==> config.mk <==
export PLATFORM = sky130hd
export DESIGN_NAME = io_port_channel_flat
export DESIGN_NICKNAME = d
export VERILOG_FILES = /design/src/rtl/io_port_channel_if.sv /design/src/rtl/io_port_channel.sv /design/src/flat_wrapper.sv
export SDC_FILE = /design/constraint.sdc
export NUM_CORES = 1
export LEC_CHECK = 0
export ABC_AREA = 1
export CAP_MARGIN = 15
export CELL_PAD_IN_SITES_DETAIL_PLACEMENT = 0
export CELL_PAD_IN_SITES_GLOBAL_PLACEMENT = 2
export CORE_MARGIN = 5
export CORE_UTILIZATION = 41
export DETAILED_ROUTE_END_ITERATION = 12
export PLACE_DENSITY = 0.91
export SLEW_MARGIN = 5
export SYNTH_ARGS = -nofsm -noshare
export SYNTH_HDL_FRONTEND = slang
export SYNTH_SLANG_ARGS = --single-unit
==> constraint.sdc <==
create_clock -name clk -period 4.1 [get_ports clk]
set_input_delay 1.23 -clock clk [delete_from_list [all_inputs] [get_ports clk]]
set_output_delay 1.23 -clock clk [all_outputs]
set_load 0.02 [all_outputs]
==> src/rtl/io_port_channel_if.sv <==
// Port-pair bus between the MMIO controller side and the stream side of io_port_channel.
// Streams use valid/ready: a word moves on a clock edge where both are high, and
// the source holds valid and data stable until that happens.
interface io_port_channel_if;
  logic        inform_write;
  logic        inform_read;
  logic [15:0] port_data_in;
  logic [15:0] port_cmd_in;
  logic [15:0] port_data_out;
  logic [15:0] port_status_out;
  logic        tx_valid;
  logic [15:0] tx_data;
  logic        tx_ready;
  logic        rx_valid;
  logic [15:0] rx_data;
  logic        rx_ready;

  modport slave (
    input  inform_write, inform_read, port_data_in, port_cmd_in,
    output port_data_out, port_status_out,
    output tx_valid, tx_data,
    input  tx_ready,
    input  rx_valid, rx_data,
    output rx_ready
  );

  modport master (
    output inform_write, inform_read, port_data_in, port_cmd_in,
    input  port_data_out, port_status_out,
    input  tx_valid, tx_data,
    output tx_ready,
    output rx_valid, rx_data,
    input  rx_ready
  );
endinterface

==> src/rtl/io_port_channel.sv <==
// Peripheral endpoint for one MMIO port pair: TX FIFO fed by port writes and drained
// to a stream, RX FIFO filled from a stream and popped by port reads.
module io_port_channel #(
  parameter int DEPTH = 8
) (
  input logic clk,
  input logic rst_n,
  io_port_channel_if.slave bus
);
  localparam int CNT_W = $clog2(DEPTH) + 1;
  localparam int PTR_W = $clog2(DEPTH);
  localparam logic [CNT_W-1:0] FULL_CNT = CNT_W'(DEPTH);

  logic             write_prev, read_prev;
  logic [15:0]      tx_mem [DEPTH];
  logic [15:0]      rx_mem [DEPTH];
  logic [PTR_W-1:0] tx_rd_ptr, tx_wr_ptr, rx_rd_ptr, rx_wr_ptr;
  logic [CNT_W-1:0] tx_count, rx_count;
  logic             tx_ovf, rx_ovf;

  // One event per strobe assertion, however long the controller holds it.
  logic write_evt, read_evt;
  assign write_evt = bus.inform_write & ~write_prev;
  assign read_evt  = bus.inform_read & ~read_prev;

  logic cmd_push, cmd_tx_flush, cmd_rx_flush, cmd_clr_err;
  assign cmd_push     = write_evt & bus.port_cmd_in[0];
  assign cmd_tx_flush = write_evt & bus.port_cmd_in[1];
  assign cmd_rx_flush = write_evt & bus.port_cmd_in[2];
  assign cmd_clr_err  = write_evt & bus.port_cmd_in[3];

  logic tx_full, tx_empty, rx_full, rx_empty;
  assign tx_full  = (tx_count == FULL_CNT);
  assign tx_empty = (tx_count == '0);
  assign rx_full  = (rx_count == FULL_CNT);
  assign rx_empty = (rx_count == '0);

  // A stream pop frees the slot before a same-cycle push needs it; flushes override both.
  logic tx_pop, tx_push, tx_ovf_set;
  assign tx_pop     = ~tx_empty & bus.tx_ready;
  assign tx_push    = cmd_push & (~tx_full | tx_pop) & ~cmd_tx_flush;
  assign tx_ovf_set = cmd_push & tx_full & ~tx_pop & ~cmd_tx_flush;

  logic rx_push, rx_pop, rx_ovf_set;
  assign rx_push    = bus.rx_valid & ~rx_full & ~cmd_rx_flush;
  assign rx_pop     = read_evt & ~rx_empty & ~cmd_rx_flush;
  assign rx_ovf_set = bus.rx_valid & rx_full;

  always_ff @(posedge clk or negedge rst_n) begin
    if (!rst_n) begin
      write_prev <= 1'b0;
      read_prev  <= 1'b0;
    end else begin
      write_prev <= bus.inform_write;
      read_prev  <= bus.inform_read;
    end
  end

  always_ff @(posedge clk or negedge rst_n) begin
    if (!rst_n) begin
      tx_rd_ptr <= '0;
      tx_wr_ptr <= '0;
      tx_count  <= '0;
    end else if (cmd_tx_flush) begin
      tx_rd_ptr <= '0;
      tx_wr_ptr <= '0;
      tx_count  <= '0;
    end else begin
      if (tx_push) tx_wr_ptr <= tx_wr_ptr + 1'b1;
      if (tx_pop)  tx_rd_ptr <= tx_rd_ptr + 1'b1;
      case ({tx_push, tx_pop})
        2'b10:   tx_count <= tx_count + 1'b1;
        2'b01:   tx_count <= tx_count - 1'b1;
        default: tx_count <= tx_count;
      endcase
    end
  end

  always_ff @(posedge clk or negedge rst_n) begin
    if (!rst_n) begin
      rx_rd_ptr <= '0;
      rx_wr_ptr <= '0;
      rx_count  <= '0;
    end else if (cmd_rx_flush) begin
      rx_rd_ptr <= '0;
      rx_wr_ptr <= '0;
      rx_count  <= '0;
    end else begin
      if (rx_push) rx_wr_ptr <= rx_wr_ptr + 1'b1;
      if (rx_pop)  rx_rd_ptr <= rx_rd_ptr + 1'b1;
      case ({rx_push, rx_pop})
        2'b10:   rx_count <= rx_count + 1'b1;
        2'b01:   rx_count <= rx_count - 1'b1;
        default: rx_count <= rx_count;
      endcase
    end
  end

  // A new error in the same event as CLR_ERR stays visible.
  always_ff @(posedge clk or negedge rst_n) begin
    if (!rst_n) begin
      tx_ovf <= 1'b0;
      rx_ovf <= 1'b0;
    end else begin
      if (tx_ovf_set)       tx_ovf <= 1'b1;
      else if (cmd_clr_err) tx_ovf <= 1'b0;
      if (rx_ovf_set)       rx_ovf <= 1'b1;
      else if (cmd_clr_err) rx_ovf <= 1'b0;
    end
  end

  always_ff @(posedge clk) begin
    if (tx_push) tx_mem[tx_wr_ptr] <= bus.port_data_in;
    if (rx_push) rx_mem[rx_wr_ptr] <= bus.rx_data;
  end

  assign bus.tx_valid        = ~tx_empty;
  assign bus.tx_data         = tx_empty ? 16'h0000 : tx_mem[tx_rd_ptr];
  assign bus.rx_ready        = ~rx_full;
  assign bus.port_data_out   = rx_empty ? 16'h0000 : rx_mem[rx_rd_ptr];
  assign bus.port_status_out = {8'(rx_count), 2'b00, rx_ovf, tx_ovf,
                                rx_full, rx_empty, tx_empty, tx_full};
endmodule

==> src/flat_wrapper.sv <==
// flat-port wrapper written by rule: the top's interface ports become plain ports
module io_port_channel_flat 
#(
  parameter int DEPTH = 8
)
  (clk, rst_n, bus_inform_write, bus_inform_read, bus_port_data_in, bus_port_cmd_in, bus_port_data_out, bus_port_status_out, bus_tx_valid, bus_tx_data, bus_tx_ready, bus_rx_valid, bus_rx_data, bus_rx_ready);
  io_port_channel_if bus_i ();
  input logic clk;
  input logic rst_n;
  input wire logic [$bits(bus_i.inform_write)-1:0] bus_inform_write;
  input wire logic [$bits(bus_i.inform_read)-1:0] bus_inform_read;
  input wire logic [$bits(bus_i.port_data_in)-1:0] bus_port_data_in;
  input wire logic [$bits(bus_i.port_cmd_in)-1:0] bus_port_cmd_in;
  output wire logic [$bits(bus_i.port_data_out)-1:0] bus_port_data_out;
  output wire logic [$bits(bus_i.port_status_out)-1:0] bus_port_status_out;
  output wire logic [$bits(bus_i.tx_valid)-1:0] bus_tx_valid;
  output wire logic [$bits(bus_i.tx_data)-1:0] bus_tx_data;
  input wire logic [$bits(bus_i.tx_ready)-1:0] bus_tx_ready;
  input wire logic [$bits(bus_i.rx_valid)-1:0] bus_rx_valid;
  input wire logic [$bits(bus_i.rx_data)-1:0] bus_rx_data;
  output wire logic [$bits(bus_i.rx_ready)-1:0] bus_rx_ready;
  assign bus_i.inform_write = bus_inform_write;
  assign bus_i.inform_read = bus_inform_read;
  assign bus_i.port_data_in = bus_port_data_in;
  assign bus_i.port_cmd_in = bus_port_cmd_in;
  assign bus_port_data_out = bus_i.port_data_out;
  assign bus_port_status_out = bus_i.port_status_out;
  assign bus_tx_valid = bus_i.tx_valid;
  assign bus_tx_data = bus_i.tx_data;
  assign bus_i.tx_ready = bus_tx_ready;
  assign bus_i.rx_valid = bus_rx_valid;
  assign bus_i.rx_data = bus_rx_data;
  assign bus_rx_ready = bus_i.rx_ready;
  io_port_channel #(.DEPTH(DEPTH)) u_core (.clk(clk), .rst_n(rst_n), .bus(bus_i));
endmodule
**Run 1: metal layers overlaid**

The bar under the picture is 50 um long. Only two layers are drawn.
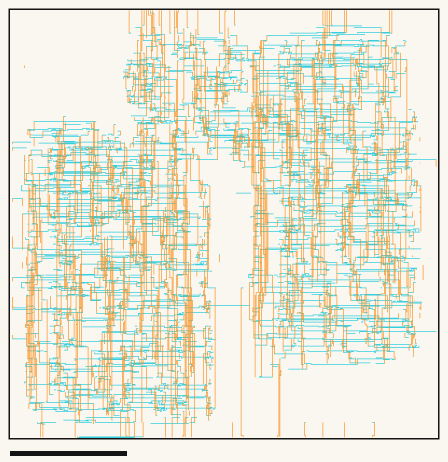
met2 -> orange  # wire length 12500 um
met1 -> cyan  # wire length 11400 um
routed length per placed instance: 15.0 um
DR vias: 7811
final wirelength: 25.6 mm

**Run 1: clock nets**

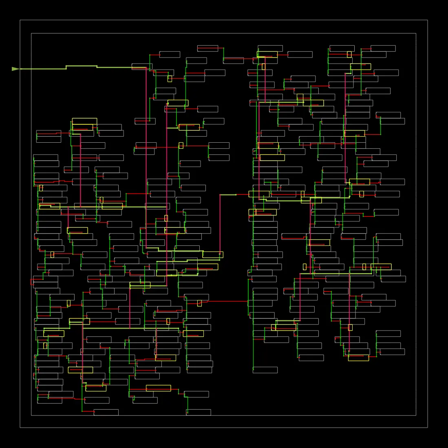
clock latency on the worst-skew pair: 540 ps
worst clock skew: 9.56 ps
CTS Buf Count: 29

**Run 1: metal 2**

The bar under the picture is 50 um long.
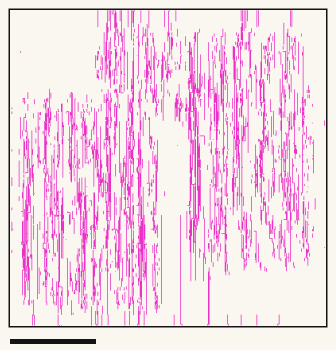
share of all routed wire = 49%
wire length on this layer = 12500 um
M2 GR Usage: 0.265

==> run 1: per-stage QoR <==
| step | area (um^2) | cells | utilization |
|---|---|---|---|
| 2_1_floorplan | 12300 | 1203 | - |
| 3_3_place_gp | 13500 | 1647 | 0.457 |
| 3_5_place_dp | 13500 | 1647 | 0.457 |
| 4_1_cts | 14400 | 1700 | 0.489 |
| 5_1_grt | 14500 | 1700 | 0.489 |
| 6_report | 14500 | 1700 | 0.489 |
==> run 1: cell type report <==
type / instances / area (um^2)
Fill cell: 2719 / 15100
Sequential cell: 280 / 8290
Multi-Input combinational cell: 754 / 3220
Timing Repair Buffer: 118 / 1120
Clock buffer: 35 / 748
Tap cell: 390 / 488
Inverter: 105 / 400
Clock inverter: 18 / 190
==> results.yml, run 1 <==
# flow metrics
status:
  status: "finished, final reports clean"
power_and_ir_drop:
  maxPowerGroup: "combinational cells"
  comb_power_share: 0.397
  power_mw: 10.1
  power_frac_clock: 0.255
  total_leakage_power_nw: 5.82
  intPower_mw: 6.42
  vdd_ir_drop_max_uv: 414
  power_frac_seq: 0.348
  switching_share: 0.365
  comb-power_mw: 4.01
  p_seq_mw: 3.52
  switching_power_mw: 3.69
  p_per_area_nw_per_um2: 700
  clk-power_mw: 2.58
floorplanning:
  row_count: 63
  fp_util: 0.414
  coreArea_um2: 29600
  die_x_um: 183
  die_y_um: 183
  die_area_um2: 33400
  pin_count: 104
critical_path:
  reg2regPathDepth: 12
  crit_chain: "buf_4 > nor2_1 > nor2_1 > nand2_1 > nand3_1 > nand2_1 > nor2_1 > clkdlybuf4s50_1"
  cp-endpoint: "bus_tx_data[0]"
  r2r_end: "u_core.tx_count[2]"
  rrSetupSlack_ps: 1420
  slowest_stage: "clkdlybuf4s50_1"
  crit_required_ps: 2870
  crit_buf_inv: 2
  crit_path_max_fanout: 25
  endpoint_kind: "primary output"
  critPathLaunchType: "flip-flop"
  cpMostUsedCell: "nor2_1"
  cp.depth: 8
  cp_top_family: "buffers and inverters"
  worstSetupStartpoint: "u_core.tx_rd_ptr[0]"
  arrival_ps: 2650
  path_class: "flip-flop to primary output"
  max_stage_delay_ps: 660
  r2r-start: "u_core.tx_count[1]"
route:
  drt-pass1-iter-count: 5
  met1_length_mm: 11.4
  wl_met3_mm: 1.08
  top_layer: "met5"
  wl_met2_mm: 12.5
  drcViolationCount: 0
  first_iter_violations: 365
  ant_nets: 0
  via_per_inst: 4.59
finish:
  final_nets: 1354
  antenna_cells: 0
  layout_top_cell: "nor2_1"
  drive_gt1_frac: 0.0672
  lay_top_cells: "nor2_1, edfxtp_1, nand2_1, inv_1, clkdlybuf4s50_1"
  syn_to_final_growth_pct: 18.2
  top_regs: "u_core.rx_mem (128), u_core.tx_mem (128)"
worst_hold_path:
  min-delay-start: "u_core.rx_ovf"
  holdPathStages: 2
  holdPathEnd: "u_core.rx_ovf"
  worstHoldPathType: "flip-flop to flip-flop"
clock_tree:
  htreeDepth: 1
  postCtsHoldBufs: 0
  cts_tree: "built"
  cts-root-buf: "clkbuf_16"
  cts-resized-gates: 1
  cts_setup_buffers: 0
  cts.sinks: 280
  clk_pin_slew_worst_paths_ps: 60
  clk_path_buf_depth: 3
synthesis:
  top_cell_area_share: 0.628
  asyncSetResetFlopFracSynth: 0.0857
  netlist_top_cells_count: "nor2_1, edfxtp_1, nand2_1"
  synthCells: 1198
  synthTopCellsByArea: "edfxtp_1, nor2_1, nand2_1"
  synthFlopType: "edfxtp_1"
  yosysCellCount: 1198
  yosys.area_share.aoi: 0.0347
  synth_seq_share: 0.677
  mux_area_frac: 0
  ys_sh_simple: 0.206
  synth_top_cell_by_area: "edfxtp_1"
  syn_area_um2: 12200
  ys_area_um2: 12200
  synth_warnings: 0
  avgSynthCellArea_um2: 10.2
  yosysUniqueCellTypes: 30
  xor_share: 0.00573
  edf_count: 256
  ys_ff: 280
  synth_top_cell_by_count: "nor2_1"
  top_logic_kind: "simple AND/OR/NAND/NOR gates"
  fa_ha_area_frac: 0.0129
timing:
  fin_tns_setup_ps: 0
  fin_ws_ps: 221
  setup_viol: 0
  worst_pin_slew_ps: 593
  whs_ps: 524
  finalMaxSlewViolations: 0
  maxSlewHeadroom: 0.604
  hold_viol: 0
  final.min_clock_period_ps: 3880
  fin_crit_sh: 0.946
  rsz0062_at_grt: "false"
  fmax_mhz: 258
grt:
  grt_max_degree: 52
  grt_overflow: 0
  grt_pass1_vias: 7476
  grt_util_met3: 0.0248
  grt_busiest_layer: "met2"
  grt_pass1_wl_mm: 40.5
  grt_usage: 0.152
  antenna_found_initial: 1
  grtUsageMet1: 0.200
placed_design:
  io_buffers: 85
  globalplace.congestion: 0.747
  post-dp-hpwl_mm: 14.8
  pre_cts_ws_ps: 486
run:
  warning_count: 39
  maxCapViolCount: 0
**Run 1: power grid**

The bar under the picture is 50 um long. Pins as bars on the die edge.
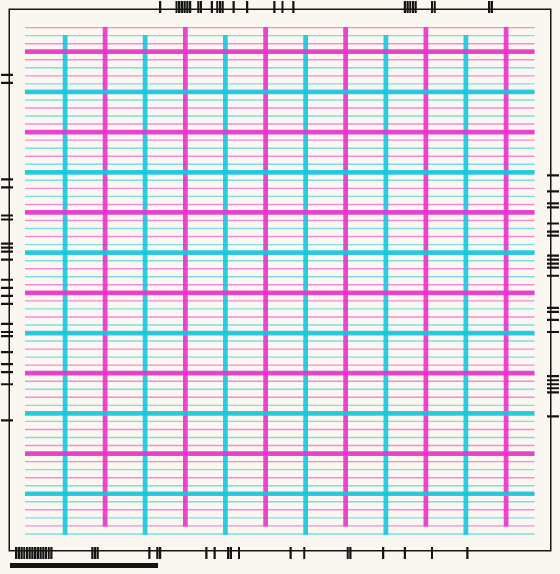

==> inputs of run 2 (changes only) <==
Settings changed: CORE_UTILIZATION 41 to 40, PLACE_DENSITY 0.91 to 0.89.
**Run 2: power grid**

The bar under the picture is 50 um long. Pins as bars on the die edge.
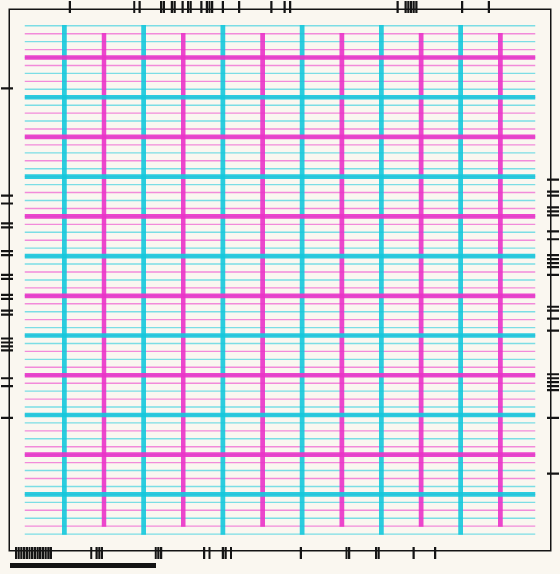
VSS -> cyan
VDD -> magenta
met5 straps = 12
signal pins = 104
met4 straps = 12
rows = 64
maximum vdd drop: 473 uV
Die X-Extent: 185 um
Core Region: 30400 um^2
Die Y: 185 um

**Run 2: clock nets**

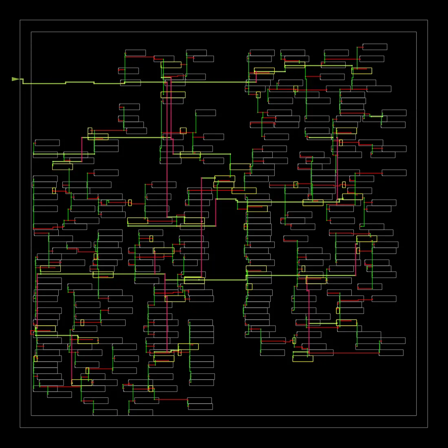
clk sinks: 280
clk pwr: 2.51 mW
worst clock skew: 11.3 ps

==> run 2 against run 1 <==
Against the previous run: via count grew 1.9%; area after synthesis is the same; synthesized cell count is the same; wire length grew 1.1%; clock skew grew 1.8 ps.
==> results.yml, run 2 <==
# flow metrics
status:
  status: "finished, final reports clean"
clock_tree:
  cts-root-buf: "clkbuf_16"
  cts-resized-gates: 1
  clk_path_buf_depth: 3
  clk_pin_slew_worst_paths_ps: 60
  clock_latency_ps: 530
  htreeDepth: 1
  cts_made_buffers: 30
  postCtsHoldBufs: 0
  cts_tree: "built"
finish:
  sh_seq_area: 0.573
  utilization: 0.476
  lay_top_cells: "nor2_1, edfxtp_1, nand2_1, inv_1, clkdlybuf4s50_1"
  sh_comb_area: 0.222
  syn_to_final_growth_pct: 18.4
  layout_top_cell: "nor2_1"
  nonClkBufAreaFrac: 0.0794
  antenna_cells: 0
  nClkBuffers: 37
  final_area_um2: 14500
  ff_count: 280
  largestClassByArea: "flip-flops and latches"
  top_regs: "u_core.rx_mem (128), u_core.tx_mem (128)"
  logic_area_um2: 3220
  clk_share: 0.0643
  final_nets: 1356
  num-nonclk-inverters: 105
  seqCellArea_um2: 8300
  fillers: 2804
  instances_no_fill: 1709
critical_path:
  worstSetupStartpoint: "u_core.rx_rd_ptr[0]"
  cp.depth: 6
  reg2regPathDepth: 12
  cp_top_family: "buffers and inverters"
  crit_required_ps: 2870
  cpMostUsedCell: "nor2_1"
  slowest_stage: "clkdlybuf4s50_1"
  max_stage_delay_ps: 670
  endpoint_kind: "primary output"
route:
  met1_length_mm: 11.3
  first_iter_violations: 360
  drt-pass1-iter-count: 4
  top_layer: "met4"
  wl_met2_mm: 12.8
  drcViolationCount: 0
  routedWlPerCell_um: 15.1
  via_per_inst: 4.66
  wl_met3_mm: 1.25
floorplanning:
  row_count: 64
  die_area_um2: 34200
  taps: 396
  pin_count: 104
  fp_util: 0.402
grt:
  grt_overflow: 0
  grt_pass1_wl_mm: 40.8
  grt_usage: 0.151
  grtUsageMet1: 0.196
  grt_busiest_layer: "met2"
  antenna_found_initial: 0
  grt_max_degree: 53
  grt_util_met2: 0.267
synthesis:
  asyncSetResetFlopFracSynth: 0.0857
  synth_seq_share: 0.677
  synth_top_cell_by_count: "nor2_1"
  mux_area_frac: 0
  synthCells: 1198
  synthTopCellsByArea: "edfxtp_1, nor2_1, nand2_1"
  top_logic_kind: "simple AND/OR/NAND/NOR gates"
  xor_share: 0.00573
  yosysUniqueCellTypes: 30
  ys_sh_simple: 0.206
  synth_top_cell_by_area: "edfxtp_1"
  fa_ha_area_frac: 0.0129
  edf_count: 256
  yosysCellCount: 1198
  synthFlopType: "edfxtp_1"
  synth_warnings: 0
  netlist_top_cells_count: "nor2_1, edfxtp_1, nand2_1"
power_and_ir_drop:
  maxPowerGroup: "combinational cells"
  comb-power_mw: 4.04
  p_seq_mw: 3.56
  power_mw: 10.1
  switching_power_mw: 3.71
  comb_power_share: 0.400
  intPower_mw: 6.40
  power_frac_clock: 0.248
timing:
  whs_ps: 515
  rsz0062_at_grt: "true"
  fin_tns_setup_ps: 0
  worst_pin_slew_ps: 602
  fin_crit_sh: 0.963
  fin_ws_ps: 152
  hold_viol: 0
  finalMaxSlewViolations: 0
placed_design:
  placed_cell_area_um2: 13500
  dp_cells: 1653
  pre_cts_ws_ps: 419
  globalplace.congestion: 0.723
run:
  maxCapViolCount: 0
  warning_count: 40
worst_hold_path:
  worstHoldPathType: "flip-flop to flip-flop"
  min-delay-start: "u_core.rx_ovf"
**Run 2: metal 3**

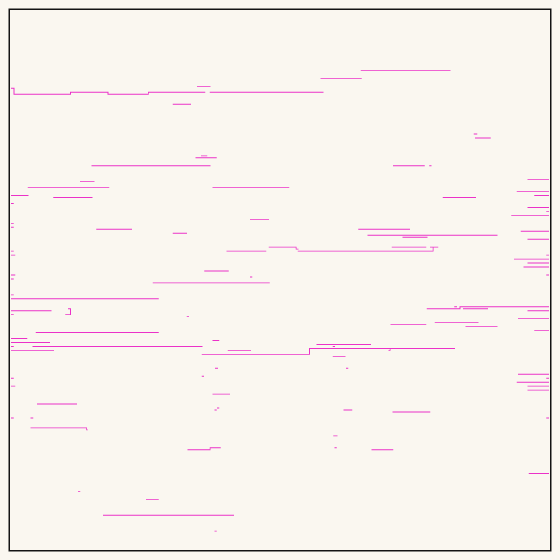
longest straight run = 58.0 um
share of all routed wire = 4.8%
main direction = horizontal
nets with wire on the layer = 74
DR vias: 7962
grt met3 use: 0.0232

[run 2: netlist changes by cell type in the layout (fill, tap and decap cells not counted)]
cell / before / now
buf_12: 1 / 3
buf_6: 3 / 2
bufinv_16: 4 / 2
clkbuf_16: 29 / 31
clkinv_1: 5 / 9
clkinv_2: 8 / 7
clkinv_4: 1 / 0
clkinvlp_4: 1 / 2
dfrtp_1: 22 / 21
dfrtp_4: 1 / 2
inv_6: 1 / 0
[run 2: final timing paths]
kind                                         to  slack [ps]
setup reg to reg             u_core.rx_count[3]        1350
max in group asynchronous   u_core.rx_rd_ptr[0]        2770
hold / removal                    u_core.rx_ovf         510
setup / recovery           bus_port_data_out[2]         150
min in group asynchronous   u_core.tx_rd_ptr[0]        1050
hold reg to reg                   u_core.rx_ovf         510
Power figures rest on the tool's default switching activity, not on a simulated workload.
